[src/rtl/seq_det_pkg.sv]
// rtl/seq_det_pkg.sv - shared types and defaults for the serial pattern detector
package seq_det_pkg;

    typedef enum logic [1:0] {
        PH_EMPTY   = 2'd0,
        PH_FILLING = 2'd1,
        PH_ARMED   = 2'd2
    } fill_phase_t;

    localparam int         CNT_W_DEF   = 8;
    localparam logic [4:0] PAT_RST_DEF = 5'b10111;

    // Classifies a fill level into its detection phase.
    function automatic fill_phase_t phase_of(input int fill, input int pat_w);
        if (fill == 0)
            return PH_EMPTY;
        else if (fill >= pat_w)
            return PH_ARMED;
        else
            return PH_FILLING;
    endfunction

endpackage

[src/rtl/seq_det_sat_cnt.sv]
// rtl/seq_det_sat_cnt.sv - saturating incrementer with synchronous clear
module seq_det_sat_cnt #(
    parameter int CNT_W = 8
) (
    input  logic             clk,
    input  logic             clr,
    input  logic             inc,
    output logic [CNT_W-1:0] cnt
);

    always_ff @(posedge clk) begin
        if (clr)
            cnt <= '0;
        else if (inc && (cnt != '1))
            cnt <= cnt + 1'b1;
    end

endmodule

[src/rtl/seq_detect_param.sv]
// rtl/seq_detect_param.sv - masked serial pattern detector; SEQ_DET_MATCH_CNT_EN builds the match counter
module seq_detect_param
    import seq_det_pkg::*;
#(
    parameter int               PAT_W       = 5,
    parameter logic [PAT_W-1:0] PAT_RST     = PAT_W'(PAT_RST_DEF),
    parameter logic             OVERLAP_RST = 1'b0,
    parameter int               CNT_W       = CNT_W_DEF
) (
    input  logic             clk,
    input  logic             rst,
    input  logic             data_vld,
    input  logic             data,
    input  logic             cfg_load,
    input  logic [PAT_W-1:0] cfg_pattern,
    input  logic [PAT_W-1:0] cfg_mask,
    input  logic             cfg_overlap,
    output logic             flag,
    output logic [CNT_W-1:0] match_cnt
);

    localparam int               FILL_W    = $clog2(PAT_W + 1);
    localparam logic [FILL_W-1:0] FILL_FULL = FILL_W'(PAT_W);

    logic [PAT_W-1:0]  hist;
    logic [PAT_W-1:0]  pat;
    logic [PAT_W-1:0]  mask;
    logic              ovl;
    logic [FILL_W-1:0] fill;

    logic [PAT_W-1:0]  hist_n;
    logic [FILL_W-1:0] fill_n;
    fill_phase_t       phase_n;
    logic              match;
    logic              accept;

    assign accept  = data_vld && !cfg_load;
    assign hist_n  = {hist[PAT_W-2:0], data};
    assign fill_n  = (fill == FILL_FULL) ? FILL_FULL : fill + 1'b1;
    assign phase_n = phase_of(int'(fill_n), PAT_W);
    assign match   = (phase_n == PH_ARMED) && (((hist_n ^ pat) & mask) == '0);

    always_ff @(posedge clk) begin
        if (rst) begin
            hist <= '0;
            fill <= '0;
            pat  <= PAT_RST;
            mask <= '1;
            ovl  <= OVERLAP_RST;
            flag <= 1'b0;
        end else if (cfg_load) begin
            // A coincident data bit is dropped: the new pattern starts clean.
            pat  <= cfg_pattern;
            mask <= cfg_mask;
            ovl  <= cfg_overlap;
            hist <= '0;
            fill <= '0;
            flag <= 1'b0;
        end else if (data_vld) begin
            hist <= hist_n;
            fill <= (match && !ovl) ? '0 : fill_n;
            flag <= match;
        end else begin
            flag <= 1'b0;
        end
    end

`ifdef SEQ_DET_MATCH_CNT_EN
    seq_det_sat_cnt #(
        .CNT_W (CNT_W)
    ) u_sat_cnt (
        .clk (clk),
        .clr (rst),
        .inc (accept && match),
        .cnt (match_cnt)
    );
`else
    logic unused_accept;
    assign unused_accept = accept;
    assign match_cnt     = '0;
`endif

endmodule

[config.mk]
export PLATFORM = sky130hd
export DESIGN_NAME = seq_detect_param
export DESIGN_NICKNAME = d
export VERILOG_FILES = /design/src/rtl/seq_det_pkg.sv /design/src/rtl/seq_det_sat_cnt.sv /design/src/rtl/seq_detect_param.sv
export SDC_FILE = /design/constraint.sdc
export NUM_CORES = 1
export LEC_CHECK = 0
export ABC_AREA = 1
export CORE_MARGIN = 8
export CORE_UTILIZATION = 46
export CTS_CLUSTER_DIAMETER = 30
export DETAILED_ROUTE_END_ITERATION = 7
export PLACE_DENSITY_LB_ADDON = 0.12
export SYNTH_ARGS = -nofsm -noshare
export SYNTH_HDL_FRONTEND = slang
export SYNTH_HIERARCHICAL = 1
export SYNTH_SLANG_ARGS = --single-unit
export TNS_END_PERCENT = 30
[constraint.sdc]
create_clock -name clk -period 1.1 [get_ports clk]
set_input_delay 0.11 -clock clk [delete_from_list [all_inputs] [get_ports clk]]
set_output_delay 0.11 -clock clk [all_outputs]
set_load 0.02 [all_outputs]
==> images/layer_met1.png <==
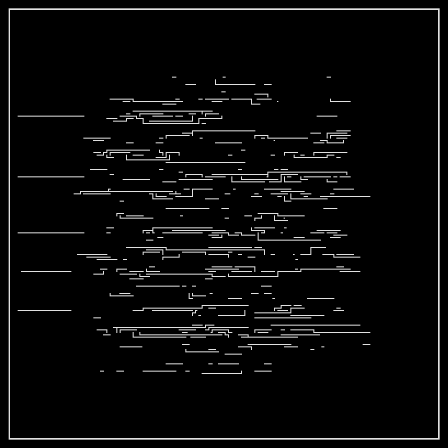
longest straight run	13.8 um
share of all routed wire	43%
wire length on this layer	831 um
nets with wire on the layer	151
main direction	horizontal
via count: 831
Detailed Route WL: 1940 um

==> images/layer_met2.png <==
Bar = 20 um. Cells faint in the background.
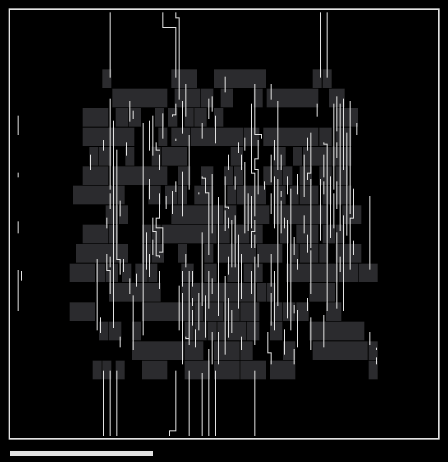
share of all routed wire	51%
main direction	vertical
longest straight run	29.6 um
nets with wire on the layer	137
wire length on this layer	995 um
GR Util met2: 19.4%

==> images/layer_met3.png <==
Bar = 20 um.
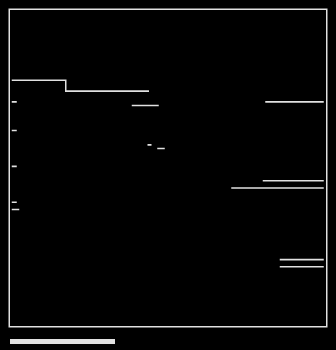
share of all routed wire	4.8%
longest straight run	17.2 um
wire length on this layer	93.3 um
main direction	horizontal
met3 usage: 3.66%

==> images/congestion.png <==
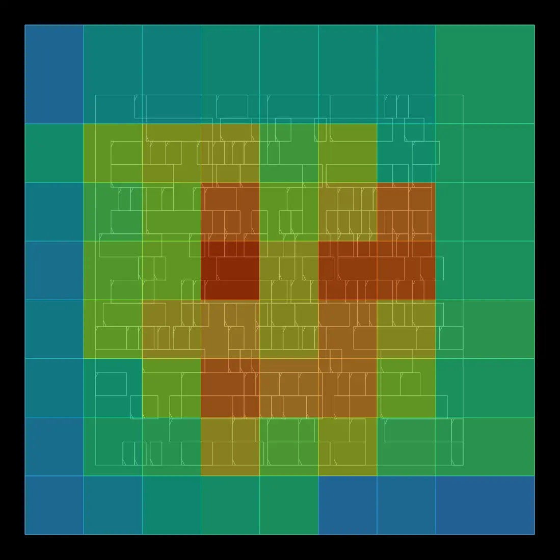
post-layout util: 62.5%
GR peak layer: met2
DR WL/cell: 10.8 um
met1 Track Usage GR: 13.2%

==> run_results.csv <==
group,metric,value,unit
layout,reg.largest.list,"mask x5, pat x5, hist x4",
setup_path,crit_chain,"clkdlybuf4s50_1 -> nor2_2 -> o21ai_0 -> a31oi_1 -> o21ai_2 -> inv_1",
layout,design_area,1180,sq um
power_and_ir_drop,maxPowerGroup,"registers",
yosys,synth-edff-count,0,
grt,grt_pass1_wl,3220,um
power_and_ir_drop,clk-power,0.353,mW
yosys,avgSynthCellArea,7.15,sq um
layout,comb_area_share,34.6,%
layout,antennaDiodeCount,0,
setup_path,crit_arrival,1340,ps
yosys,aoi_share,15.4,%
power_and_ir_drop,pwr-share-seq,56.1,%
grt,gr-total-overflow,0,
layout,lay_top_cells,"nand2_1, inv_1, clkdlybuf4s50_1",
sta,hold_viol,0,
clocking,cts_buffers,3,
yosys,yosysSeqAreaShare,42.9,%
yosys,syn_area,887,sq um
layout,buffers,27,
sta,rsz0062_at_grt,"yes",
placed_design,post_dp_cell_area,1110,sq um
yosys,synthXorXnorAreaFrac,0,%
grt,antenna_found_initial,0,
power_and_ir_drop,power.leakage,0.548,nW
setup_path,cpMaxStageDelayCell,"clkdlybuf4s50_1",
job,maxCapViolCount,0,
yosys,synth-seq-cells,19,
yosys,topCombFamilyByArea,"simple AND/OR/NAND/NOR gates",
layout,buffer_area_share,20.5,%
clocking,ctsHtreeMaxLevel,1,
die,die_x,59.9,um
grt,grt_max_degree,11,
yosys,synthMuxAreaShare,0,%
yosys,synth_area_leader_cell,"dfxtp_1",
layout,n_all_inverters,20,
routing,top_layer,"met4",
outcome,outcome,"complete, no violations",
routing,post-route-drc-count,0,
power_and_ir_drop,comb_power,0.233,mW
clocking,clockBufferDepth,2,
clocking,root_buffer,"clkbuf_4",
layout,regArea,390,sq um
layout,seq_cells,19,
clocking,cts_setup_buffers,0,
per-layer routing:
metal | track usage [%] | vias to the layer above
met4 | 6.12 | 0
met3 | 3.66 | 4
met5 | 0 | -
met2 | 19.4 | 13
met1 | 13.2 | 378
li1 | - | 436
path summary, 6_finish.rpt:
path | startpoint | end | slack [ps] | cells past startpoint
worst max register to register | fill[1] | fill[2] | 20 | 8
worst max-delay path | cfg_load | fill[0] | 10 | 6
worst min-delay path | cfg_mask[1] | mask[1] | 370 | 3
worst min register to register | mask[4] | mask[4] | 470 | 2
stage by stage:
step	setup WS [ps]	setup TNS [ps]
4_1_cts	-11.1	-19.8
3_5_place_dp	-249	-1050
5_1_grt	-73.0	-153
3_3_place_gp	-221	-792
6_report	11.5	0
2_1_floorplan	90.5	0
Power is estimated from default activity; no workload was simulated.
